==> src/rtl/matmul_seq_ctrl_pkg.sv <==
// Shared definitions for the matrix-multiplier sequencing controller:
// state encoding, default geometry and the packed-element offset helper.
package matmul_pkg;

  localparam int MM_N  = 2;
  localparam int MM_DW = 8;

  localparam logic [1:0] ST_LOAD_A = 2'd0;
  localparam logic [1:0] ST_LOAD_B = 2'd1;
  localparam logic [1:0] ST_WAIT   = 2'd2;
  localparam logic [1:0] ST_DRAIN  = 2'd3;

  typedef enum logic [1:0] {
    LOAD_A = ST_LOAD_A,
    LOAD_B = ST_LOAD_B,
    WAIT   = ST_WAIT,
    DRAIN  = ST_DRAIN
  } state_e;

  // Bit offset of element (i,j) inside an N*N*DW packed operand bus.
  function automatic int unsigned elem_lsb(input int unsigned i, input int unsigned j,
                                           input int unsigned n, input int unsigned dw);
    return (i * n + j) * dw;
  endfunction

endpackage

==> src/rtl/matmul_seq_ctrl.sv <==
// Streams A then B into packed buses for an external combinational multiplier,
// waits COMP_LAT cycles, captures the product and streams it back out.
// Optional job/stall counters are enabled by defining MATMUL_SEQ_CTRL_PERF_EN.
module matmul_seq_ctrl
  import matmul_pkg::*;
#(
  parameter int N        = MM_N,
  parameter int DW       = MM_DW,
  parameter int COMP_LAT = 1
) (
  input  logic              clk,
  input  logic              rst_n,
  input  logic              in_valid,
  output logic              in_ready,
  input  logic [DW-1:0]     in_data,
  output logic [N*N*DW-1:0] mm_a,
  output logic [N*N*DW-1:0] mm_b,
  input  logic [N*N*DW-1:0] mm_res,
  output logic              out_valid,
  input  logic              out_ready,
  output logic [DW-1:0]     out_data,
  output logic              busy,
`ifdef MATMUL_SEQ_CTRL_PERF_EN
  output logic              done,
  output logic [15:0]       job_cnt,
  output logic [15:0]       stall_cnt
`else
  output logic              done
`endif
);

  localparam int NE   = N * N;
  localparam int BW   = NE * DW;
  localparam int IDXW = (NE > 1) ? $clog2(NE) : 1;
  localparam int WCW  = (COMP_LAT > 1) ? $clog2(COMP_LAT) : 1;
  localparam logic [IDXW-1:0] IDX_LAST = IDXW'(NE - 1);
  localparam logic [WCW-1:0]  WC_LAST  = WCW'(COMP_LAT - 1);

  state_e          state_q, state_d;
  logic [IDXW-1:0] idx_q, idx_d;
  logic [WCW-1:0]  wcnt_q, wcnt_d;
  logic [BW-1:0]   mm_a_q, mm_a_d;
  logic [BW-1:0]   mm_b_q, mm_b_d;
  logic [BW-1:0]   res_q, res_d;
  logic [DW-1:0]   out_data_q, out_data_d;

  logic in_fire;
  logic out_fire;
  logic last_idx;

  assign in_ready  = rst_n && ((state_q == LOAD_A) || (state_q == LOAD_B));
  assign out_valid = (state_q == DRAIN);
  assign busy      = (state_q == WAIT) || (state_q == DRAIN);
  assign in_fire   = in_valid && in_ready;
  assign out_fire  = out_valid && out_ready;
  assign last_idx  = (idx_q == IDX_LAST);
  // Pulses in the same cycle the final result element is handed over.
  assign done      = out_fire && last_idx;

  assign mm_a     = mm_a_q;
  assign mm_b     = mm_b_q;
  assign out_data = out_data_q;

  always_comb begin
    // NOTE: every _d defaults to its _q first so no path through this block infers a latch.
    state_d    = state_q;
    idx_d      = idx_q;
    wcnt_d     = wcnt_q;
    mm_a_d     = mm_a_q;
    mm_b_d     = mm_b_q;
    res_d      = res_q;
    out_data_d = out_data_q;

    case (state_q)
      LOAD_A: begin
        if (in_fire) begin
          mm_a_d[idx_q*DW +: DW] = in_data;
          if (last_idx) begin
            idx_d   = '0;
            state_d = LOAD_B;
          end else begin
            idx_d = idx_q + IDXW'(1);
          end
        end
      end
      LOAD_B: begin
        if (in_fire) begin
          mm_b_d[idx_q*DW +: DW] = in_data;
          if (last_idx) begin
            idx_d   = '0;
            wcnt_d  = '0;
            state_d = WAIT;
          end else begin
            idx_d = idx_q + IDXW'(1);
          end
        end
      end
      WAIT: begin
        if (wcnt_q == WC_LAST) begin
          // The first element is preloaded so out_data is valid on the first DRAIN cycle.
          res_d      = mm_res;
          out_data_d = mm_res[DW-1:0];
          idx_d      = '0;
          wcnt_d     = '0;
          state_d    = DRAIN;
        end else begin
          wcnt_d = wcnt_q + WCW'(1);
        end
      end
      DRAIN: begin
        if (out_fire) begin
          if (last_idx) begin
            idx_d   = '0;
            state_d = LOAD_A;
          end else begin
            idx_d      = idx_q + IDXW'(1);
            out_data_d = res_q[idx_d*DW +: DW];
          end
        end
      end
      default: state_d = LOAD_A;
    endcase
  end

  always_ff @(posedge clk) begin
    // NOTE: sequential state uses <= so every register samples pre-edge values.
    if (!rst_n) begin
      state_q    <= LOAD_A;
      idx_q      <= '0;
      wcnt_q     <= '0;
      // NOTE: the wide operand/result registers are cleared so a reset mid-job leaves no stale data.
      mm_a_q     <= '0;
      mm_b_q     <= '0;
      res_q      <= '0;
      out_data_q <= '0;
    end else begin
      state_q    <= state_d;
      idx_q      <= idx_d;
      wcnt_q     <= wcnt_d;
      mm_a_q     <= mm_a_d;
      mm_b_q     <= mm_b_d;
      res_q      <= res_d;
      out_data_q <= out_data_d;
    end
  end

`ifdef MATMUL_SEQ_CTRL_PERF_EN
  logic [15:0] job_cnt_q;
  logic [15:0] stall_cnt_q;

  // job_cnt wraps naturally; stall_cnt holds at all-ones.
  always_ff @(posedge clk) begin
    if (!rst_n) begin
      job_cnt_q   <= '0;
      stall_cnt_q <= '0;
    end else begin
      if (done) job_cnt_q <= job_cnt_q + 16'd1;
      if ((state_q == DRAIN) && !out_ready && (stall_cnt_q != 16'hFFFF))
        stall_cnt_q <= stall_cnt_q + 16'd1;
    end
  end

  assign job_cnt   = job_cnt_q;
  assign stall_cnt = stall_cnt_q;
`endif

endmodule

==> config.mk <==
export PLATFORM = sky130hd
export DESIGN_NAME = matmul_seq_ctrl
export DESIGN_NICKNAME = d
export VERILOG_FILES = /design/src/rtl/matmul_seq_ctrl_pkg.sv /design/src/rtl/matmul_seq_ctrl.sv
export SDC_FILE = /design/constraint.sdc
export NUM_CORES = 1
export LEC_CHECK = 0
export ABC_AREA = 1
export CAP_MARGIN = 20
export CORE_UTILIZATION = 44
export DETAILED_ROUTE_END_ITERATION = 7
export PLACE_DENSITY = 0.76
export SYNTH_ARGS = -nofsm -noshare
export SYNTH_HDL_FRONTEND = slang
export SYNTH_SLANG_ARGS = --single-unit
==> constraint.sdc <==
create_clock -name clk -period 1.9 [get_ports clk]
set_input_delay 0.475 -clock clk [delete_from_list [all_inputs] [get_ports clk]]
set_output_delay 0.475 -clock clk [all_outputs]
set_load 0.005 [all_outputs]
run_1/congestion.png
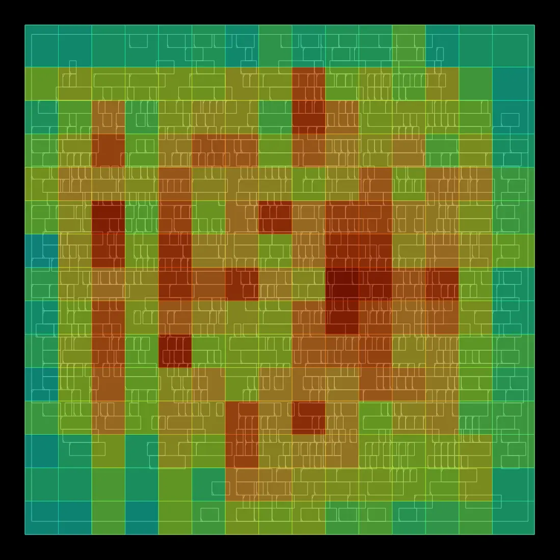
Final Util: 0.618
Total GRT Usage: 0.225

run_1/layer_met4.png
Scale: 4 px per um. Supply wires on this layer in gray. Cells faint in the background.
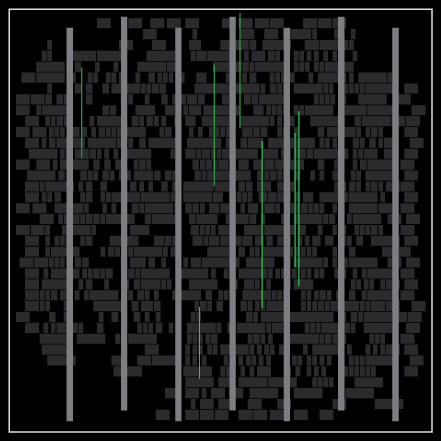
nets with wire on the layer: 7
main direction: vertical
Vias: 4724
WL final: 12500 um

run_1/layer_met2.png
Scale: 4 px per um.
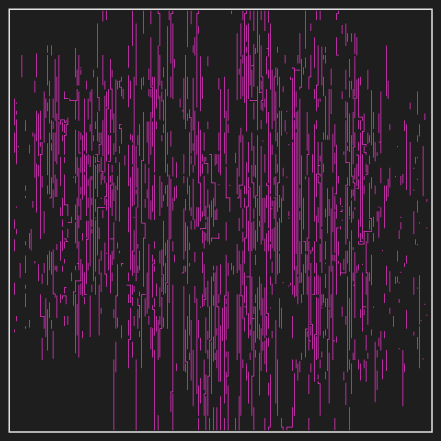
wire length on this layer: 6340 um
nets with wire on the layer: 697
main direction: vertical
longest straight run: 40.8 um
met2 global-route usage: 0.410

==> metrics.csv, run 1 <==
metric;value;unit
outcome;finished clean;
clk sinks;108;
Post-Synthesis Cells;690;
routability cong.;0.870;
Syn. warnings;0;
Max Cap Viol;0;
Crit. End Element;output pin;
vias per cell;4.95;
die height;105;um
largest net degree at the start of global routing;58;
Rows;37;
register clock-pin slew on the reported worst setup and hold paths;0.10;ns
Antenna Violating Nets Remaining;0;
post-DR wirelength/cell;13.1;um
DRT Pass-1 Iters;5;
initial antenna violation count;0;
ys flops;108;
port bufs;119;
ys cells;690;
Clock Latency Late Sink;0.37;ns
io pins;120;
==> run 1: repair_timing <==
item	4_1_cts	5_1_grt
resized	18	17
hold endpoints to repair	0	0
endpoints found under the setup margin	4	54
hold buffers	0	0
pin swaps	2	1
buffers inserted	1	1
==> run 1: synthesized netlist by cell type (all sizes together) <==
cell | n | area [um2]
clkinv | 2 | 7.51
nor3 | 1 | 5.00
nand4 | 8 | 77.6
dfxtp | 108 | 2160
nand2 | 158 | 596
buf | 12 | 82.6
a21oi | 38 | 190
inv | 49 | 184
clkbuf | 21 | 80.1
o21ai | 59 | 295
ha | 9 | 113
nor2 | 194 | 743
nand3 | 31 | 160
==> run 1: power breakdown <==
part	switching [W]	leakage [nW]	internal [W]
registers	0.0000166	0.873	0.00229
clock network	0.000816	0.106	0.000632
logic	0.000249	1.82	0.000200
total	0.00108	2.80	0.00312
==> run 1: state kept, by name, indices dropped and copies added, names as in the netlist <==
signal and cells:
mm_b 32, state_q 2, mm_a 32, res_q 32
idx_q 2, out_data 8
==> run 1: layout by cell type, fill, tap and decap left out, types with 9 or more instances in the layout <==
cell,count
dfxtp_1,105
nor2_1,187
inv_1,43
buf_4,25
o21ai_0,58
clkbuf_8,9
clkdlybuf4s50_1,114
nand2_1,154
nand3_1,30
a21oi_1,38
==> run 1: routing by layer <==
metal	vias to the layer above	routed length, um	share of wire	GRT usage
met1	2156	5310	0.43	0.272
met4	0	216	0.017	0.0734
li1	2398	-	-	-
met2	154	6340	0.51	0.410
met5	-	0	0	0
met3	16	621	0.050	0.0284
==> run 1: critical path, cell delays in order, from the launching register on <==
cell	delay, ns
dfxtp_1	0.36
ha_2	0.21
nand2_1	0.09
nor2_1	0.09
dlygate4sd2_1	0.24
==> run 1: path summary, 6_finish.rpt <==
kind                         start              endpoint  slack, ns  cells after the start
max          idx_q[0]$_SDFFE_PN0P_                  done       0.08                      4
min           mm_b[0]$_SDFFE_PN0P_  mm_b[0]$_SDFFE_PN0P_       0.47                      2
max reg2reg  idx_q[0]$_SDFFE_PN0P_  mm_a[4]$_SDFFE_PN0P_       0.17                      8
min reg2reg   mm_b[0]$_SDFFE_PN0P_  mm_b[0]$_SDFFE_PN0P_       0.47                      2
==> run 1: through the flow <==
step           setup WS [ns]   util
3_5_place_dp          -0.152  0.588
5_1_grt              0.00675  0.618
4_1_cts              0.00366  0.611
2_1_floorplan         0.0227      -
3_3_place_gp          -0.147  0.588
6_report              0.0813  0.618
==> run 1: kinds of logic (layout without fill, tap and decap cells) <==
kind of cell / count (synthesis) / after routing / share of synthesized area
AND/OR/NAND/NOR: 392 / 392 / 0.337
AND-OR/OR-AND: 97 / 97 / 0.103
buffers and inverters: 84 / 212 / 0.0754
flip-flops: 108 / 108 / 0.460
adder cells (fa/ha/maj): 9 / 9 / 0.0240
==> run 1: cell type report <==
| type | count | area, um2 |
|---|---|---|
| Multi-Input combinational cell | 498 | 2260 |
| Sequential cell | 108 | 2170 |
| Clock buffer | 9 | 124 |
| Fill cell | 945 | 3940 |
| Inverter | 51 | 193 |
| Clock inverter | 7 | 81.3 |
| Timing Repair Buffer | 145 | 1380 |
| Tap cell | 136 | 170 |
==> inputs of run 2 (changes only) <==
- CAP_MARGIN: 20 -> unset
run_2/layer_met1.png
Scale: 4 px per um. Supply wires on this layer in gray. Cells faint in the background.
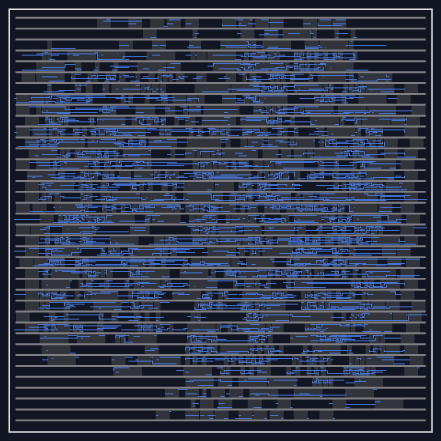
wire length on this layer: 5310 um
nets with wire on the layer: 767
met1 Use GR: 0.272

run_2/layer_met3.png
Scale: 6 px per um. Cells faint in the background.
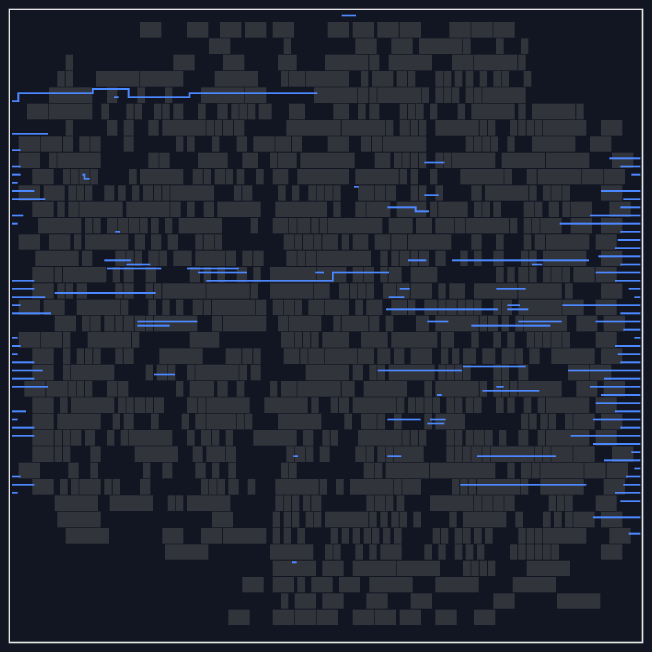
share of all routed wire: 5.0%
main direction: horizontal
wire length on this layer: 622 um
nets with wire on the layer: 103

==> metrics.csv, run 2 <==
metric;value;unit;change
CP delay by family, top;flip-flops;;unchanged
Reg area;2170;um2;unchanged
CP peak stage delay;0.36;ns;about the same
Worst Reg-to-Reg Cells;8;;unchanged
Vias;4724;;unchanged
met3 Usage GRT;0.0284;;unchanged
async set-reset flop share out of synthesis;0;;unchanged
Setup WS post-layout;0.0813;ns;unchanged
Top Layout Cells;nor2_1 (187), nand2_1 (154), clkdlybuf4s50_1 (114);;unchanged
die height;105;um;unchanged
largest net degree at the start of global routing;58;;unchanged
met2 global-route usage;0.410;;unchanged
worst-path cell chain;ha_2, nand2_1, nor2_1, dlygate4sd2_1;;unchanged
crit path buf inv count;1;;unchanged
Crit. End Element;output pin;;unchanged
WL final;12500;um;unchanged
outcome;finished clean;;unchanged
reg2reg end;mm_a[4]$_SDFFE_PN0P_;;unchanged
port bufs;119;;unchanged
Yosys top cell area share;0.460;;unchanged
reg2reg start;idx_q[0]$_SDFFE_PN0P_;;unchanged
Max Cap Viol;0;;unchanged
DRT Pass-1 Iters;5;;unchanged
EDFF count, synth;0;;unchanged
hold path start;mm_b[0]$_SDFFE_PN0P_;;unchanged
clk sinks;108;;unchanged
Total GRT Usage;0.225;;unchanged
Rows;37;;unchanged
Hold Buf Count CTS;0;;unchanged
run 2: cell counts after synthesis:
No cell type changed its count.
run 2: how the worst max path moves through the flow:
stage                     cells after the start               endpoint                    start
after floorplan                               9  mm_a[24]$_SDFFE_PN0P_    idx_q[0]$_SDFFE_PN0P_
after global placement                        4                   done                out_ready
after detailed placement                      4                   done                out_ready
after CTS                                     5               in_ready  state_q[0]$_SDFFE_PN0P_
after global routing                          8  mm_a[28]$_SDFFE_PN0P_    idx_q[0]$_SDFFE_PN0P_
final                                         4                   done    idx_q[0]$_SDFFE_PN0P_
run 2: tightest hold or removal path, cell delays in order, from the launching register on:
cell     delay [ns]
dfxtp_1        0.32
nand2_1        0.06
a21oi_1        0.05
run 2: metrics by stage:
stage	util	hold WS [ns]	cell area [um2]	TNS (ns)	std cells
CTS	0.611	0.473	6310	0	953
global placement	0.588	0.451	6070	-0.147	936
floorplan	-	0.457	4700	0	690
finish	0.618	0.468	6380	0	954
global route	0.618	0.492	6380	0	954
detailed placement	0.588	0.456	6070	-0.152	936
run 2: cells by family after synthesis:
logic type | after synthesis | share of synthesized area
AND-OR/OR-AND | 97 | 0.103
adder cells (fa/ha/maj) | 9 | 0.0240
buffers and inverters | 84 | 0.0754
flip-flops | 108 | 0.460
AND/OR/NAND/NOR | 392 | 0.337
run 2: power by group:
group | internal [W] | switching, W | total (W)
registers | 0.00229 | 0.0000166 | 0.00230
logic | 0.000200 | 0.000249 | 0.000449
clock network | 0.000632 | 0.000816 | 0.00145
total | 0.00312 | 0.00108 | 0.00420
run 2: what timing repair did:
action,in CTS,in global routing
buffers inserted,1,1
pin swaps,2,1
gates resized,18,17
setup endpoints to repair,4,54
hold endpoints to repair,0,0
run 2: metal layers:
| metal | routed length [um] | up-vias |
|---|---|---|
| met5 | 0 | - |
| met4 | 216 | 0 |
| met3 | 621 | 16 |
| met2 | 6340 | 154 |
| met1 | 5310 | 2156 |
| li1 | - | 2398 |
run 2: cell type report:
| type | count | share of cell area |
|---|---|---|
| clock buffers | 9 | 0.0194 |
| clock inverters | 7 | 0.0127 |
| inverters | 51 | 0.0302 |
| multi-input cells | 498 | 0.355 |
| flip-flops and latches | 108 | 0.340 |
| well taps | 136 | 0.0267 |
| repair buffers | 145 | 0.216 |
==> inputs of run 3 (changes only) <==
- HOLD_SLACK_MARGIN: unset -> 0.15
- RECOVER_POWER: unset -> 50
run_3/congestion.png
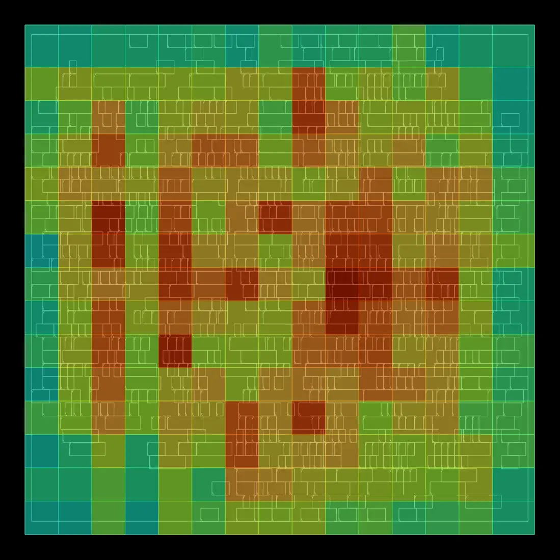
GRT busiest layer: met2
met3 Usage GRT: 0.0284
post-DR wirelength/cell: 13.1 um

run_3/layer_met1.png
Scale: 4 px per um. Supply wires on this layer in gray. Cells faint in the background.
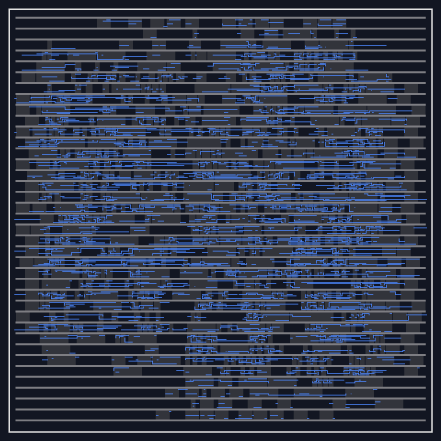
WL final: 12500 um
Vias: 4723

==> metrics.csv, run 3 <==
metric;value;unit;change
outcome;finished clean;;unchanged
register clock-pin slew on the reported worst setup and hold paths;0.10;ns;about the same
CP max stage cell;dfxtp_1;;unchanged
ys flops;108;;unchanged
die height;105;um;unchanged
ys cells;690;;unchanged
largest net degree at the start of global routing;58;;unchanged
Clock Latency Late Sink;0.37;ns;about the same
Placed Instances;936;;unchanged
vias per cell;4.95;;about the same
Top Layout Cells;nor2_1 (187), nand2_1 (154), clkdlybuf4s50_1 (114);;unchanged
Worst Reg-to-Reg Cells;8;;unchanged
Max Cap Viol;0;;unchanged
Non-Filler Instances;954;;unchanged
synth cell count leaders;nor2_1 (190), nand2_1 (157), dfxtp_1 (108), o21ai_0 (58), inv_1 (45);;unchanged
initial antenna violation count;0;;unchanged
Hold Buf Count CTS;0;;unchanged
io pins;120;;unchanged
Yosys top cell area share;0.460;;unchanged
top cells, area;dfxtp_1 (46%), nor2_1 (15%), nand2_1 (13%);;unchanged
Syn. warnings;0;;unchanged
clk sinks;108;;unchanged
DRT Pass-1 Iters;5;;unchanged
routability cong.;0.870;;unchanged
[run 3: worst max-delay path by stage]
stage	startpoint	to	slack (ns)	cells past startpoint
2_1_floorplan	idx_q[0]$_SDFFE_PN0P_	mm_a[24]$_SDFFE_PN0P_	0.02	9
3_3_place_gp	out_ready	done	-0.15	4
3_5_place_dp	out_ready	done	-0.15	4
4_1_cts	state_q[0]$_SDFFE_PN0P_	in_ready	0.004	5
5_1_grt	idx_q[0]$_SDFFE_PN0P_	mm_a[28]$_SDFFE_PN0P_	0.007	8
6_report	idx_q[0]$_SDFFE_PN0P_	done	0.08	4
[run 3: metal layers]
metal  track usage  routed length [um]  vias to the layer above
met5             0                   0                        -
met4        0.0734                 216                        0
met3        0.0284                 633                       16
met2         0.410                6340                      154
met1         0.272                5300                     2155
li1              -                   -                     2398
[run 3: through the flow]
step	TNS, ns	setup WS, ns	util
after floorplan	0	0.0227	-
after global placement	-0.147	-0.147	0.588
after detailed placement	-0.152	-0.152	0.588
after CTS	0	0.00366	0.611
after global routing	0	0.00675	0.618
final	0	0.0807	0.618
[run 3: power by group]
group          internal [W]  switching [W]  leakage, nW
Sequential          0.00229      0.0000166        0.873
Combinational      0.000200       0.000249         1.82
Clock              0.000632       0.000817        0.106
[run 3: worst reg2reg max path, delay by kind of cell (launching register included)]
family	cells	cell delay [ns]
AND/OR/NAND/NOR	3	0.42
buffers and inverters	3	0.40
flip-flops	1	0.36
adder cells (fa/ha/maj)	1	0.35
AND-OR/OR-AND	1	0.15
[run 3: cell type report]
type	instances	area (um2)	area share
clock buffer	9	124	0.0194
clock inverter	7	81.3	0.0128
inverter	51	193	0.0302
multi-input combinational	498	2260	0.355
sequential	108	2170	0.340
tap	136	170	0.0267
timing repair buffer	145	1380	0.216
[run 3: repair_timing]
action                                  CTS  global route
setup buffers                             1             1
pin swaps                                 2             1
gates resized                            18            17
endpoints found under the hold margin     0             0
endpoints found under the setup margin    4            54
gates cloned                              0             0
[run 3: cells by family (layout without fill, tap and decap cells)]
family / after synthesis / in the layout / share of synthesized area
AND/OR/NAND/NOR: 392 / 392 / 0.337
buffers and inverters: 84 / 212 / 0.0754
AND-OR/OR-AND: 97 / 97 / 0.103
flip-flops: 108 / 108 / 0.460
adder cells (fa/ha/maj): 9 / 9 / 0.0240
No activity file was given, so power comes from the tool's default toggle rates.
